### config.mk
export PLATFORM = sky130hd
export DESIGN_NAME = sipo_deser
export DESIGN_NICKNAME = d
export VERILOG_FILES = /design/src/rtl/sipo_deser.sv
export SDC_FILE = /design/constraint.sdc
export NUM_CORES = 1
export LEC_CHECK = 0
export CORE_MARGIN = 3
export CORE_UTILIZATION = 40
export DETAILED_ROUTE_END_ITERATION = 16
export PLACE_DENSITY = 0.67
export SLEW_MARGIN = 20
export SYNTH_ARGS = -nofsm -noshare
export SYNTH_HDL_FRONTEND = slang
export SYNTH_SLANG_ARGS = --single-unit
### constraint.sdc
create_clock -name clk -period 2.6 [get_ports clk]
set_input_delay 0.39 -clock clk [delete_from_list [all_inputs] [get_ports clk]]
set_output_delay 0.39 -clock clk [all_outputs]
set_load 0.005 [all_outputs]
### src/rtl/sipo_deser.sv
// MSB-first serial-to-parallel receiver with a one-word valid/ready output buffer and overrun flag.
// Define SIPO_PARITY_EN to expect a trailing even-parity bit per frame and report parity_err.
module sipo_deser #(
  parameter int n = 4
) (
  input  logic         clk,
  input  logic         rst,
  input  logic         si,
  input  logic         si_valid,
  input  logic         start,
  output logic [n-1:0] dout,
  output logic         dout_valid,
  input  logic         dout_ready,
  output logic         overrun,
  output logic         parity_err,
  output logic         busy
);

  localparam int CW = $clog2(n + 1);
  localparam logic [CW-1:0] LAST = CW'(n - 1);

`ifdef SIPO_PARITY_EN
  typedef enum logic [1:0] {IDLE, SHIFT, PARITY} state_t;
`else
  typedef enum logic [0:0] {IDLE, SHIFT} state_t;
`endif

  state_t         r_state, w_state_nxt;
  logic [n-1:0]   r_shift, w_shift_nxt;
  logic [CW-1:0]  r_cnt, w_cnt_nxt;
  logic [n-1:0]   w_word, w_cpl_word;
  logic           w_cpl, w_free;
  logic [n-1:0]   r_dout;
  logic           r_dv, r_ovr;
`ifdef SIPO_PARITY_EN
  logic           w_cpl_perr, r_perr;
`endif

  assign w_word = {r_shift[n-2:0], si};
  // The buffer can take a new word if empty or being drained on this very edge.
  assign w_free = !r_dv || dout_ready;

  always_comb begin
    w_state_nxt = r_state;
    w_shift_nxt = r_shift;
    w_cnt_nxt   = r_cnt;
    w_cpl       = 1'b0;
    w_cpl_word  = w_word;
`ifdef SIPO_PARITY_EN
    w_cpl_perr  = 1'b0;
`endif
    if (si_valid && start) begin
      w_shift_nxt = w_word;
      w_cnt_nxt   = CW'(1);
      w_state_nxt = SHIFT;
    end else if (si_valid) begin
      case (r_state)
        SHIFT: begin
          w_shift_nxt = w_word;
          if (r_cnt == LAST) begin
`ifdef SIPO_PARITY_EN
            w_cnt_nxt   = r_cnt + 1'b1;
            w_state_nxt = PARITY;
`else
            w_cnt_nxt   = '0;
            w_state_nxt = IDLE;
            w_cpl       = 1'b1;
            w_cpl_word  = w_word;
`endif
          end else begin
            w_cnt_nxt = r_cnt + 1'b1;
          end
        end
`ifdef SIPO_PARITY_EN
        PARITY: begin
          w_cpl       = 1'b1;
          w_cpl_word  = r_shift;
          w_cpl_perr  = (^r_shift) ^ si;
          w_cnt_nxt   = '0;
          w_state_nxt = IDLE;
        end
`endif
        default: ;
      endcase
    end
  end

  always_ff @(posedge clk or posedge rst) begin
    if (rst) begin
      r_state <= IDLE;
      r_shift <= '0;
      r_cnt   <= '0;
      r_dout  <= '0;
      r_dv    <= 1'b0;
      r_ovr   <= 1'b0;
    end else begin
      r_state <= w_state_nxt;
      r_shift <= w_shift_nxt;
      r_cnt   <= w_cnt_nxt;
      r_ovr   <= w_cpl && !w_free;
      if (w_cpl && w_free) begin
        r_dout <= w_cpl_word;
        r_dv   <= 1'b1;
      end else if (r_dv && dout_ready) begin
        r_dv   <= 1'b0;
      end
    end
  end

`ifdef SIPO_PARITY_EN
  always_ff @(posedge clk or posedge rst) begin
    if (rst)                r_perr <= 1'b0;
    else if (w_cpl && w_free) r_perr <= w_cpl_perr;
  end
  assign parity_err = r_perr;
`else
  assign parity_err = 1'b0;
`endif

  assign dout       = r_dout;
  assign dout_valid = r_dv;
  assign overrun    = r_ovr;
  assign busy       = (r_state != IDLE);

endmodule
### Close-up of the layout, run 1

Window x 19 to 44, y 19 to 44 um. Cells in grey, sequential cells in the stronger grey; small squares are vias.
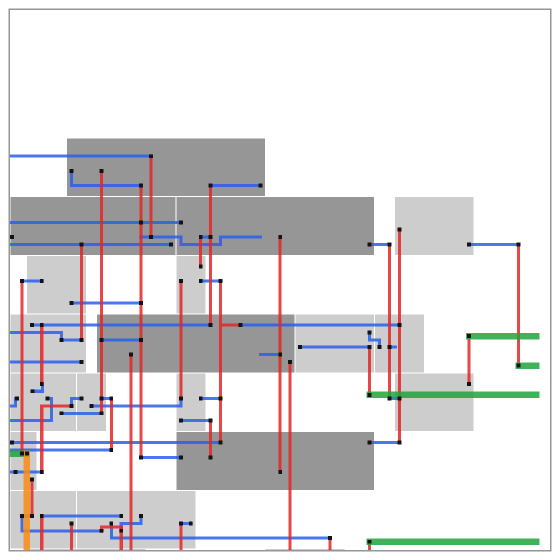
Orange shows M4. Blue shows M1. Red shows M2. Green shows M3.
18 logic cells have their middle in the window. Sequential cells in the window: 5. Netlist names of flops here include r_cnt (2). Most frequent: dfrtp_1 (5), clkdlybuf4s50_1 (3).

### Selected gate families, run 1

(6 px per um)
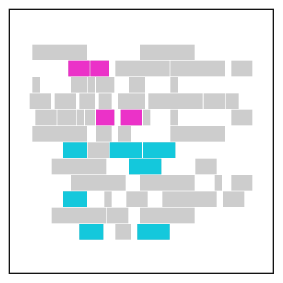
Cyan shows mux cells, cells 7. Magenta shows non-inverting ao/oa cells, cells 4.
most common cell after layout, fill and taps aside: dfrtp_1
combinational fraction of the cell area: 0.311
non-filler instance count after layout: 70

### Register map, names as in the netlist, run 1

(12 px per um) Other sequential cells in the stronger grey, the rest of the logic in the fainter grey.
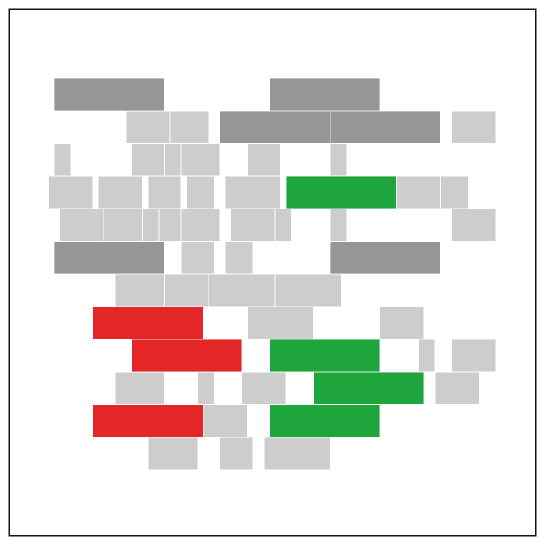
Green shows dout, sequential cells 4. Red shows r_shift, sequential cells 3.
Another 6 sequential cells are not coloured.

==> results_slide.txt, run 1 <==
Run Summary

Worst setup path
  – Launching instance or port of the critical path: si_valid
  – Worst R2R Path Depth: 4
  – WP data required: ~2.8 ns
  – Worst reg2reg path endpoint: dout[1]
  – Nature of the critical path startpoint: primary input
  – Slowest library cell on the worst path: clkdlybuf4s50_1
  – Cells traversed along the worst timing path: clkdlybuf4s50_1 -> and3b_1 -> and3_1 -> mux2_4
  – Worst stage delay on the critical path: about 0.57 ns
  – RR Startpoint: r_cnt[0]
  – Path type of the worst setup path: in2reg
  – Total stage count of the critical path: 4
  – Worst reg2reg setup slack: between 1 and 1.5 ns
  – Crit Path Max Fanout: 7
  – Data arrival time of the critical path: around 1.8 ns
  – Critical Path Sink Type: flop
  – Critical path buffer and inverter count: 1

Final timing
  – Post-route setup slack: ~0.92 ns
  – Count of endpoints failing hold in the final timing report: 0
  – Total setup violations reported at the end of the flow: 0
  – Transition time at the pin with the least slew margin: around 0.53 ns
  – Min Tclk post-route: roughly 1.7 ns
  – Worst slack on hold paths: between 0.4 and 0.5 ns
  – Unrepaired setup endpoints after global routing: false
  – Final setup skew: a little over 0.007 ns
  – Peak clock frequency supported by timing: 0.596 GHz
  – Max_slew headroom: 0.640
  – Max Transition Viols Final: 0

Floorplan
  – Overall die width: approximately 44 um
  – Row count: 12
  – Fp_density: 0.469
  – I/O pin count: 14
  – Well-Tap Cells: 14
  – Standard cell core area: 1220 um2
  – Die y size: between 40 and 50 um

Power and ir drop
  – Power Sequential: between 300 and 400 uW
  – Clock-net power: 120 uW
  – PnR Total Power: between 600 and 700 uW
  – Power density of the placed cells: between 900 and 1000 nW/um2
  – Power Internal: 481 uW
  – Logic pwr share: 0.337
  – Top contributor to total power: registers
  – Worst vdd rail ir drop: 443 uV
  – Flop pwr share: 0.480
  – Leakage Power: ~0.00034 uW
  – Switching Power: about 180 uW
  – Clk pwr share: 0.183

Yosys
  – Cell types with the largest area share after synthesis: dfrtp_1, mux2_4, mux2_2
  – Yosys reg bits: 13
  – Adder and majority cell fraction of the synthesized area: 0.0219
  – Area of the mapped netlist: about 570 um2
  – Share of the synthesized area in the top cell type: 0.570
  – Synthesized-area fraction occupied by and/or/nand/nor cells: 0.0965
  – Most used standard cells in the synthesized netlist: dfrtp_1, mux2_4, nand2_1
  – Complex Gates by Area: 0.101
  – Syn_nets: slightly below 50
  – Logic family by area: multiplexers
  – Number of cells in Yosys stat: 42
  – Synthesized instance count: approximately 42
  – Commonest flop: dfrtp_1
  – EDFF count, synth: 0
  – Post-Synth XOR/XNOR Area: 0
  – Distinct cells, synth: 20
  – Share of synthesized area spent on multiplexers: 0.164
  – Avg Synthesized Cell Area: ~14 um2
  – Count of yosys warnings during synthesis: 0
  – Area leader, netlist: dfrtp_1
  – Chip area line of the yosys report: 571 um2
  – Proportion of synthesized flip-flops having asynchronous set or reset: 1.00
  – Synth top cell by count: dfrtp_1

Global routing
  – GRT met3 Usage: 0.0290
  – Routing layer with the top usage in global route: met2
  – Pin count of the biggest net entering global routing: 14
  – Global routing met2 resource utilization: 0.206
  – Initial antenna violation count: 0
  – Global router's overall resource usage: 0.131
  – Global route total overflow: 0
  – M1 GR Usage: 0.163
  – Vias in the first global route: a little over 400

Clocking
  – Root buffer cell: clkbuf_4
  – Buffers from clock root to sink, at most: 2
  – Clock latency on the worst-skew pair: 0.27 ns
  – CTS HTree Levels: 1
  – Reg clk slew, reported paths: about 0.080 ns
  – Setup fix buffers added after clock tree synthesis: 0
  – CTS Sinks: 13
  – Total clock buffers created by CTS: 3
  – TritonCTS clock tree: built
  – CTS resizes: 0

Finish
  – P&R area growth vs syn: 25.4%
  – Fill cell count: between 100 and 150
  – Number of non-clock buffers: 12
  – Number of inverters outside the clock class in the layout: 1
  – Final net count: roughly 64
  – Clock-cell share of area: 0.0367
  – Share of post-route cells with drive strength above 1: 0.250
  – Commonest cells after routing, fill and taps aside: dfrtp_1, clkdlybuf4s50_1, mux2_4, nand2_1
  – Total number of sequential cells: 13
  – Post-route cell area: ~720 um2
  – Buffering overhead: 0.168
  – Diode count: 0
  – Cell class ranked first by area: sequential cells
  – Clock buf count: 4
  – Largest register FFs: 4
  – Flop share of the area: 0.455

Route
  – Sum of met2 wire segment lengths after detailed routing: 494 um
  – Violation tally from detailed-route iteration zero: 4
  – Total via count after detailed routing: 360
  – Wire length per cell after detailed routing: 14.5 um
  – Detailed Routing Iterations Pass 1: 4
  – Antenna Violating Nets Remaining: 0
  – Detailed-route vias per instance: 5.14
  – Highest metal layer used by the detailed router: met4
  – M1 WL: 437 um
  – Detailed-routed wire length on met3: between 60 and 70 um
  – Final Routed Wirelength: 1.01 mm

Placement
  – Last weighted congestion value of the routability-driven placer: 0.708
  – Cells after DPL: about 66
  – Number of port buffers: 12
  – HPWL after DPL: between 700 and 800 um
  – Pre-CTS WS: ~0.65 ns
  – Instance area after placement: just under 700 um2

Min path
  – Worst Hold Class: in2async

Run
  – Max-cap violation count: 0
  – Number of warnings in the stage logs: 26

Run status
  – Run status: finished, final reports clean
==> run 1 -> run 2 <==
==> constraint.sdc (replaced) <==
create_clock -name clk -period 1.6 [get_ports clk]
set_input_delay 0.24 -clock clk [delete_from_list [all_inputs] [get_ports clk]]
set_output_delay 0.24 -clock clk [all_outputs]
set_load 0.005 [all_outputs]
### The metal 1 layer, run 2

(6 px per um)
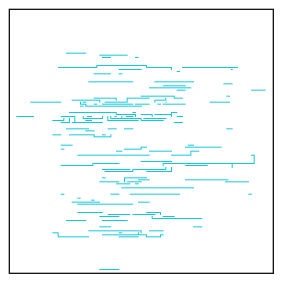
57 nets have wire on it. The layer holds 45% of the routed length.
M1 GR Usage: 0.141
total via count after detailed routing: 368

### Selected gate families, run 2

(6 px per um)
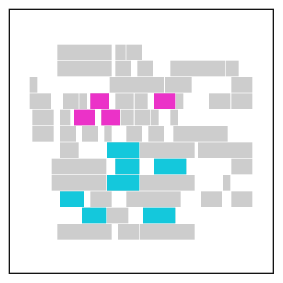
Cyan shows mux cells, cells 7. Magenta shows non-inverting ao/oa cells, cells 4.

==> run 2 against run 1 <==
Against the previous run: cell count grew 5.7%; area after synthesis stayed put; hold slack lost 0.15 ns; die size did not move; critical endpoint is now dout[0]; largest cell class unchanged; largest power group unchanged.
==> results_slide.txt, run 2 <==
Run Summary

Clocking
  – CTS Sinks: 13 (unchanged)
  – Buffers from clock root to sink, at most: 2 (unchanged)
  – Reg clk slew, reported paths: 0.09 ns (was 0.08 ns)
  – Total clock buffers created by CTS: 3 (unchanged)
  – Root buffer cell: clkbuf_4 (unchanged)

Route
  – M1 WL: 447 um (was 437 um)
  – Sum of met2 wire segment lengths after detailed routing: 481 um (was 494 um)
  – Detailed Routing Iterations Pass 1: 4 (unchanged)
  – Final Routed Wirelength: 990 um (was 1.01 mm)
  – Detailed-route vias per instance: 4.97 (was 5.14)
  – Detailed-routed wire length on met3: 62 um (was 63 um)
  – Violation tally from detailed-route iteration zero: 3 (was 4)

Floorplan
  – Die y size: 43.8 um (unchanged)
  – Well-Tap Cells: 14 (unchanged)
  – Standard cell core area: 1220 um2 (unchanged)
  – Overall die width: 43.8 um (unchanged)
  – Fp_density: 0.469 (unchanged)

Yosys
  – Number of cells in Yosys stat: 42 (unchanged)
  – Area leader, netlist: dfrtp_1 (unchanged)
  – Avg Synthesized Cell Area: 13.6 um2 (unchanged)
  – Adder and majority cell fraction of the synthesized area: 0.0219 (unchanged)
  – Proportion of synthesized flip-flops having asynchronous set or reset: 1.00 (unchanged)
  – Post-Synth XOR/XNOR Area: 0 (unchanged)
  – Distinct cells, synth: 20 (unchanged)
  – Count of yosys warnings during synthesis: 0 (unchanged)
  – Synthesized instance count: 42 (unchanged)
  – Share of the synthesized area in the top cell type: 0.570 (unchanged)
  – Share of synthesized area spent on multiplexers: 0.164 (unchanged)
  – Synthesized-area fraction occupied by and/or/nand/nor cells: 0.0965 (unchanged)
  – EDFF count, synth: 0 (unchanged)
  – Syn_nets: 49 (unchanged)
  – Synth top cell by count: dfrtp_1 (unchanged)
  – Complex Gates by Area: 0.101 (unchanged)
  – Chip area line of the yosys report: 571 um2 (unchanged)
  – Area of the mapped netlist: 571 um2 (unchanged)

Run status
  – Run status: finished, final reports clean (unchanged)

Finish
  – Non-filler instance count after layout: 74 (was 70)
  – Final net count: 68 (was 64)
  – Post-route cell area: 747 um2 (was 716 um2)
  – Share of post-route cells with drive strength above 1: 0.317 (was 0.250)
  – Cell class ranked first by area: sequential cells (unchanged)
  – P&R area growth vs syn: 30.9% (was 25.4%)
  – Total number of sequential cells: 13 (unchanged)
  – Combinational fraction of the cell area: 0.298 (was 0.311)
  – Number of non-clock buffers: 16 (was 12)
  – Clock-cell share of area: 0.0369 (was 0.0367)
  – Diode count: 0 (unchanged)
  – Commonest cells after routing, fill and taps aside: dfrtp_1, clkdlybuf4s50_1, mux2_4, nand2_1, buf_4 (was dfrtp_1, clkdlybuf4s50_1, mux2_4, nand2_1)

Global routing
  – Vias in the first global route: 405 (was 413)
  – Routing layer with the top usage in global route: met2 (unchanged)
  – Global route total overflow: 0 (unchanged)

Final timing
  – Peak clock frequency supported by timing: 0.650 GHz
  – Min Tclk post-route: roughly 1.5 ns
  – Max Transition Viols Final: 0 (unchanged)
  – Transition time at the pin with the least slew margin: 0.559 ns (was 0.534 ns)
  – Post-route setup slack: 0.0625 ns (was 0.923 ns)
  – Final setup skew: 0.0114 ns (was 0.00705 ns)
  – Worst slack on hold paths: 0.283 ns (was 0.437 ns)

Worst setup path
  – Launching instance or port of the critical path: r_cnt[0] (was si_valid)
  – Cells traversed along the worst timing path: ha_1 -> and2b_2 -> and3_1 -> mux2_4 (was clkdlybuf4s50_1 -> and3b_1 -> and3_1 -> mux2_4)
  – Worst reg2reg path endpoint: dout[0] (was dout[1])
  – RR Startpoint: r_cnt[0] (unchanged)
  – Total stage count of the critical path: 4 (unchanged)
  – Path type of the worst setup path: reg2reg (was in2reg)
  – Worst R2R Path Depth: 4 (unchanged)
  – Critical path buffer and inverter count: 0 (was 1)
  – Data arrival time of the critical path: 1.70 ns (was 1.83 ns)
  – Slowest library cell on the worst path: dfrtp_1 (was clkdlybuf4s50_1)
  – Worst reg2reg setup slack: 0.06 ns (was 1.05 ns)

Power and ir drop
  – Leakage Power: 0.000360 uW (was 0.000338 uW)
  – PnR Total Power: 1080 uW (was 659 uW)
  – Flop pwr share: 0.472 (was 0.480)
  – Switching Power: 292 uW (was 178 uW)
  – Worst vdd rail ir drop: 723 uV (was 443 uV)
  – Clock-net power: 198 uW (was 120 uW)

Placement
  – Number of port buffers: 12 (unchanged)
  – Instance area after placement: 719 um2 (was 689 um2)
  – Cells after DPL: 70 (was 66)

Min path
  – Worst Hold Class: in2async (unchanged)
Power and IR drop assume default switching activity.
